Figure 1. Met2 routing.
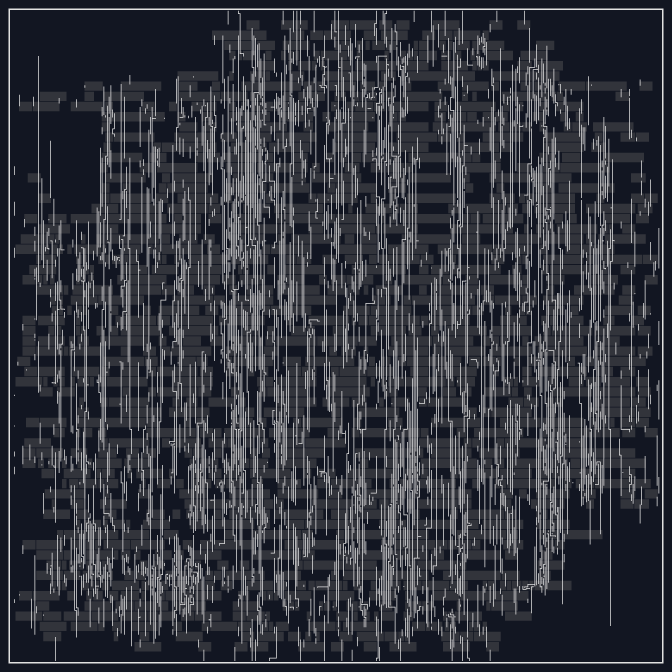
Figure 2. Cell classes on the final placement.
Bar = 50 µm.
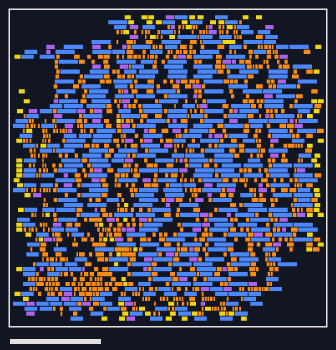
===== src/rtl/spi_tdc_slave_emu.sv =====
// SPI mode-1 slave that emulates a peripheral register file for loopback self-test.
// SPI pins are oversampled in the clk_clk domain; writes commit to the register file and a strobe port.
module spi_tdc_slave_emu #(
  parameter int ADDR_W      = 3,
  parameter int DATA_W      = 32,
  parameter int SYNC_STAGES = 2
) (
  input  logic              clk_clk,
  input  logic              reset_reset,
  input  logic              spi_clk,
  input  logic              spi_csn,
  input  logic              spi_mosi,
  output logic              spi_miso,
  output logic              spi_miso_oe,
  input  logic [DATA_W-1:0] status_in,
  output logic              wr_valid,
  output logic [ADDR_W-1:0] wr_addr,
  output logic [DATA_W-1:0] wr_data,
  output logic              rd_valid,
  output logic              frame_err
);

  localparam int CNT_W = $clog2(DATA_W) + 1;
  localparam logic [ADDR_W-1:0] TOP_ADDR = '1;
  localparam logic [CNT_W-1:0]  OP_LAST  = CNT_W'(7);
  localparam logic [CNT_W-1:0]  DAT_LAST = CNT_W'(DATA_W - 1);

  typedef enum logic [2:0] {IDLE, OPCODE, WDATA, RDATA, DONE} state_t;

  logic [SYNC_STAGES-1:0] sclk_sync;
  logic [SYNC_STAGES-1:0] csn_sync;
  logic [SYNC_STAGES-1:0] mosi_sync;
  logic                   sclk_prev;
  logic                   csn_prev;
  logic                   mosi_d;

  logic                   sclk_rise;
  logic                   sclk_fall;
  logic                   csn_rise;
  logic                   csn_fall;

  state_t                 state;
  logic [CNT_W-1:0]       bit_cnt;
  logic [6:0]             op_sh;
  logic [ADDR_W-1:0]      addr;
  logic [DATA_W-1:0]      wr_sh;
  logic [DATA_W-1:0]      rd_sh;
  logic [DATA_W-1:0]      regs [2**ADDR_W];

  logic [7:0]             op_next;
  logic [DATA_W-1:0]      wr_next;

  assign op_next = {op_sh, mosi_d};
  assign wr_next = {wr_sh[DATA_W-2:0], mosi_d};

  // Synchronizer chains are deliberately not reset so a CSn held low across reset
  // cannot fabricate a falling edge when reset releases.
  always_ff @(posedge clk_clk) begin
    sclk_sync <= {sclk_sync[SYNC_STAGES-2:0], spi_clk};
    csn_sync  <= {csn_sync[SYNC_STAGES-2:0], spi_csn};
    mosi_sync <= {mosi_sync[SYNC_STAGES-2:0], spi_mosi};
    sclk_prev <= sclk_sync[SYNC_STAGES-1];
    csn_prev  <= csn_sync[SYNC_STAGES-1];
    mosi_d    <= mosi_sync[SYNC_STAGES-1];
  end

  always_ff @(posedge clk_clk) begin
    if (reset_reset) begin
      sclk_rise <= 1'b0;
      sclk_fall <= 1'b0;
      csn_rise  <= 1'b0;
      csn_fall  <= 1'b0;
    end else begin
      sclk_rise <= sclk_sync[SYNC_STAGES-1] & ~sclk_prev;
      sclk_fall <= ~sclk_sync[SYNC_STAGES-1] & sclk_prev;
      csn_rise  <= csn_sync[SYNC_STAGES-1] & ~csn_prev;
      csn_fall  <= ~csn_sync[SYNC_STAGES-1] & csn_prev;
    end
  end

  // CSn rise is tested before any clock edge so a late deassert always aborts the frame.
  always_ff @(posedge clk_clk) begin
    if (reset_reset) begin
      state       <= IDLE;
      bit_cnt     <= '0;
      op_sh       <= '0;
      addr        <= '0;
      wr_sh       <= '0;
      rd_sh       <= '0;
      spi_miso    <= 1'b0;
      spi_miso_oe <= 1'b0;
      wr_valid    <= 1'b0;
      wr_addr     <= '0;
      wr_data     <= '0;
      rd_valid    <= 1'b0;
      frame_err   <= 1'b0;
      for (int i = 0; i < 2**ADDR_W; i++) regs[i] <= '0;
    end else begin
      wr_valid    <= 1'b0;
      rd_valid    <= 1'b0;
      frame_err   <= 1'b0;
      spi_miso_oe <= ~csn_prev;
      case (state)
        IDLE: begin
          spi_miso <= 1'b0;
          if (csn_fall) begin
            state   <= OPCODE;
            bit_cnt <= '0;
          end
        end
        OPCODE: begin
          spi_miso <= 1'b0;
          if (csn_rise) begin
            state     <= IDLE;
            frame_err <= 1'b1;
          end else if (sclk_fall) begin
            op_sh <= op_next[6:0];
            if (bit_cnt == OP_LAST) begin
              bit_cnt <= '0;
              addr    <= op_next[ADDR_W-1:0];
              if (op_next[7]) begin
                state <= WDATA;
              end else begin
                state <= RDATA;
                if (op_next[ADDR_W-1:0] == TOP_ADDR) rd_sh <= status_in;
                else                                 rd_sh <= regs[op_next[ADDR_W-1:0]];
              end
            end else begin
              bit_cnt <= bit_cnt + CNT_W'(1);
            end
          end
        end
        WDATA: begin
          spi_miso <= 1'b0;
          if (csn_rise) begin
            state     <= IDLE;
            frame_err <= 1'b1;
          end else if (sclk_fall) begin
            wr_sh <= wr_next;
            if (bit_cnt == DAT_LAST) begin
              state <= DONE;
              if (addr != TOP_ADDR) begin
                regs[addr] <= wr_next;
                wr_valid   <= 1'b1;
                wr_addr    <= addr;
                wr_data    <= wr_next;
              end
            end else begin
              bit_cnt <= bit_cnt + CNT_W'(1);
            end
          end
        end
        RDATA: begin
          if (csn_rise) begin
            state     <= IDLE;
            frame_err <= 1'b1;
            spi_miso  <= 1'b0;
          end else if (sclk_rise) begin
            spi_miso <= rd_sh[DATA_W-1];
            rd_sh    <= {rd_sh[DATA_W-2:0], 1'b0};
          end else if (sclk_fall) begin
            if (bit_cnt == DAT_LAST) begin
              state    <= DONE;
              rd_valid <= 1'b1;
            end else begin
              bit_cnt <= bit_cnt + CNT_W'(1);
            end
          end
        end
        DONE: begin
          spi_miso <= 1'b0;
          if (csn_rise) state <= IDLE;
        end
        default: begin
          state    <= IDLE;
          spi_miso <= 1'b0;
        end
      endcase
    end
  end

endmodule


===== config.mk =====
export PLATFORM = sky130hd
export DESIGN_NAME = spi_tdc_slave_emu
export DESIGN_NICKNAME = d
export VERILOG_FILES = /design/src/rtl/spi_tdc_slave_emu.sv
export SDC_FILE = /design/constraint.sdc
export NUM_CORES = 1
export LEC_CHECK = 0
export CAP_MARGIN = 10
export CORE_UTILIZATION = 52
export CTS_BUF_LIST = sky130_fd_sc_hd__clkbuf_4 sky130_fd_sc_hd__clkbuf_8
export CTS_CLUSTER_SIZE = 20
export DETAILED_ROUTE_END_ITERATION = 7
export PLACE_DENSITY = 0.7
export REMOVE_ABC_BUFFERS = 1
export SLEW_MARGIN = 0
export SYNTH_ARGS = -nofsm -noshare
export SYNTH_HDL_FRONTEND = slang
export SYNTH_SLANG_ARGS = --single-unit

===== constraint.sdc =====
create_clock -name clk_clk -period 6.6 [get_ports clk_clk]
set_clock_uncertainty 0.15 [all_clocks]
set_input_delay 1.32 -clock clk_clk [delete_from_list [all_inputs] [get_ports clk_clk]]
set_output_delay 1.32 -clock clk_clk [all_outputs]
set_load 0.005 [all_outputs]

==> results_dict.tcl <==
# implementation run metrics
set metrics [dict create \
    status "finished clean" \
    switching_share_pct 21.2 \
    clk_pin_slew_ps 60 \
    synthToLayoutAreaGrowth_pct 14.8 \
    place_ws_ps 2410 \
    warnings 25 \
    p_switching_mw 0.989 \
    maxPowerGroup "registers" \
    die_area_um2 30300 \
    lay_top_count "and2_1" \
    comb_area_um2 5610 \
    post_cts_resized 0 \
    grt_usage_pct 22.8 \
    p_comb_mw 0.200 \
    fmax_mhz 247 \
    drc 0 \
    r2r-end "regs[5][15]" \
    peakVddDrop_mv 0.229 \
    core_um2 28900 \
    largest_reg_flops 224 \
    total_power_mw 4.65 \
    cp.required_ps 6640 \
    cp-endpoint "regs[5][15]" \
    antenna_found_initial 0 \
    grt_busiest_layer "met2" \
    clkPwrFrac_pct 42.8 \
    num_io_pins 77 \
    cp_cell_sequence "nand2b_2 -> nor4b_4 -> nand3_1 -> nor2_2 -> or2_2" \
    maxSlewViolCount 0 \
    slew_headroom_pct 24.5 \
    n_clock_buffer 101 \
    gp_congestion 0.789 \
    clock-sinks 359 \
    drt-wirelength-per-cell_um 19.1 \
    seq-power_mw 2.46 \
    timing.hold.ws_ps 177 \
    buffers_excl_clock 89 \
    routed-wl-met3_um 1780 \
    yosysWarnings 0 \
    tightest_slew_ps 1130 \
    layout-drive-gt1-share_pct 14.8 \
    route.met2.wl_um 16600 \
    postCtsSetupBuffers 0 \
    io_buffers 76 \
    cts_inserted_buffers 56 \
    grt_pass1_vias 9864 \
    grt_pass1_wl_um 54100 \
    netlist_instances 1322 \
    top_regs "regs: 224 flops, rd_sh: 32 flops, wr_data: 32 flops" \
    power.share.sequential_pct 52.9 \
    yosysChipArea_um2 15400 \
    dp.cells 1698 \
    max_flop_register "regs" \
    xor_share_pct 0 \
    die_h_um 174 \
    n_antenna_cell 0 \
    ant_nets 0 \
    cp.arrival_ps 4090 \
    grt_max_degree 85 \
    regArea_um2 9430 \
    top_layer "met4" \
    clockBufferDepth 3 \
    h-tree-depth 2 \
    worst-path-max-fanout 33 \
    syn-cell-area_um2 15400 \
    first_pass_iters 5 \
    path_delay_family "simple AND/OR/NAND/NOR gates" \
    p_leak_nw 6.58 \
    comb_area_share_pct 31.8 \
    holdCritPathClass "register to register" \
    ys.flops 359 \
    crit_type "register to register" \
    cts_hold_buf 0 \
    vias_per_cell 5.57 \
    yosys-stat-cells 1322 \
    flop_cell "edfxtp_1" \
    critPathLaunch "sclk_fall" \
    rsz0062_at_grt "false" \
    top_cells_by_count "and2_1 (227), edfxtp_1 (224), nand2_1 (140), dfxtp_1 (135), clkbuf_1 (82)" \
    pg_clk_mw 1.99 \
    synth.comb.largest_family "simple AND/OR/NAND/NOR gates" \
    min_to "mosi_d" \
    root_buffer "clkbuf_8" \
    layout_min_cycle_time_ps 4050 \
    fin_crit_sh_pct 61.3 \
    pwr_density_cell_nw_per_um2 264 \
    grtUsageMet1_pct 30.9 \
    ys_async_sr_fraction_pct 0 \
    edf_count 224 \
    clock_area_share_pct 7.05 \
    n_tap_cell 384 \
    placed_cell_area_um2 16400 \
    cp-start-kind "register" \
    yosysUniqueCellTypes 45 \
    fin_cells 1804 \
    drt_iter0_drc 804 \
    fin_ws_ps 2550 \
    cp_slowest_cell "nor2_2" \
    postSynthAreaPerCell_um2 11.6 \
    hold_start "mosi_sync[1]" \
    ys_sh_aoi_pct 7.69 \
    max-cap-violations 0 \
    reg2regPathDepth 5 \
    combPwrFrac_pct 4.3 \
    buffer_area_share_pct 4.92 \
    crit_path_end_kind "register" \
    synthAdderAreaFrac_pct 0.0813 \
    dp_hpwl_um 20300 \
    synth_top_area_share_pct 43.7 \
    insertion_delay_ps 600 \
    most_common_cell "and2_1" \
    p_int_mw 3.67 \
    r2r_slack_ps 2550 \
    r2r_start "sclk_fall" \
    cts_tree "yes" \
    n_fill_cell 2320 \
    ys_seq_share_pct 61.3 \
    tns_ps 0 \
    max_stage_delay_ps 950 \
    hold_depth 0 \
    final_nets 1410 \
    fp_util_pct 53.2 \
    ff_count 359 \
    synthSimpleGateAreaFrac_pct 18.5 \
    setup_viol 0 \
    grt_use_met3_pct 3.57 \
    die_w_um 174 \
    overflow 0 \
    n_all_inverters 5 \
    path_buffers 0 \
    finalHoldViolations 0 \
    cp.depth 5 \
    postLayoutCellArea_um2 17700 \
]
About Figure 1:
The layer carries 16600 µm of wire. 1108 nets have wire on it. The layer holds 48% of the routed length. The wires run mostly vertical.
drt total wl: 34500 µm
M2 GR Usage: 37.8%
Vias: 10.1k

About Figure 2:
Purple shows clock drivers and dummy loads, cells 106. Blue shows flip-flops, cells 359. Orange shows all other logic, cells 866. Yellow shows other buffers and delay cells, cells 89.
Site Rows: 62
Seq area share: 53.4%
Final Util: 61.0%

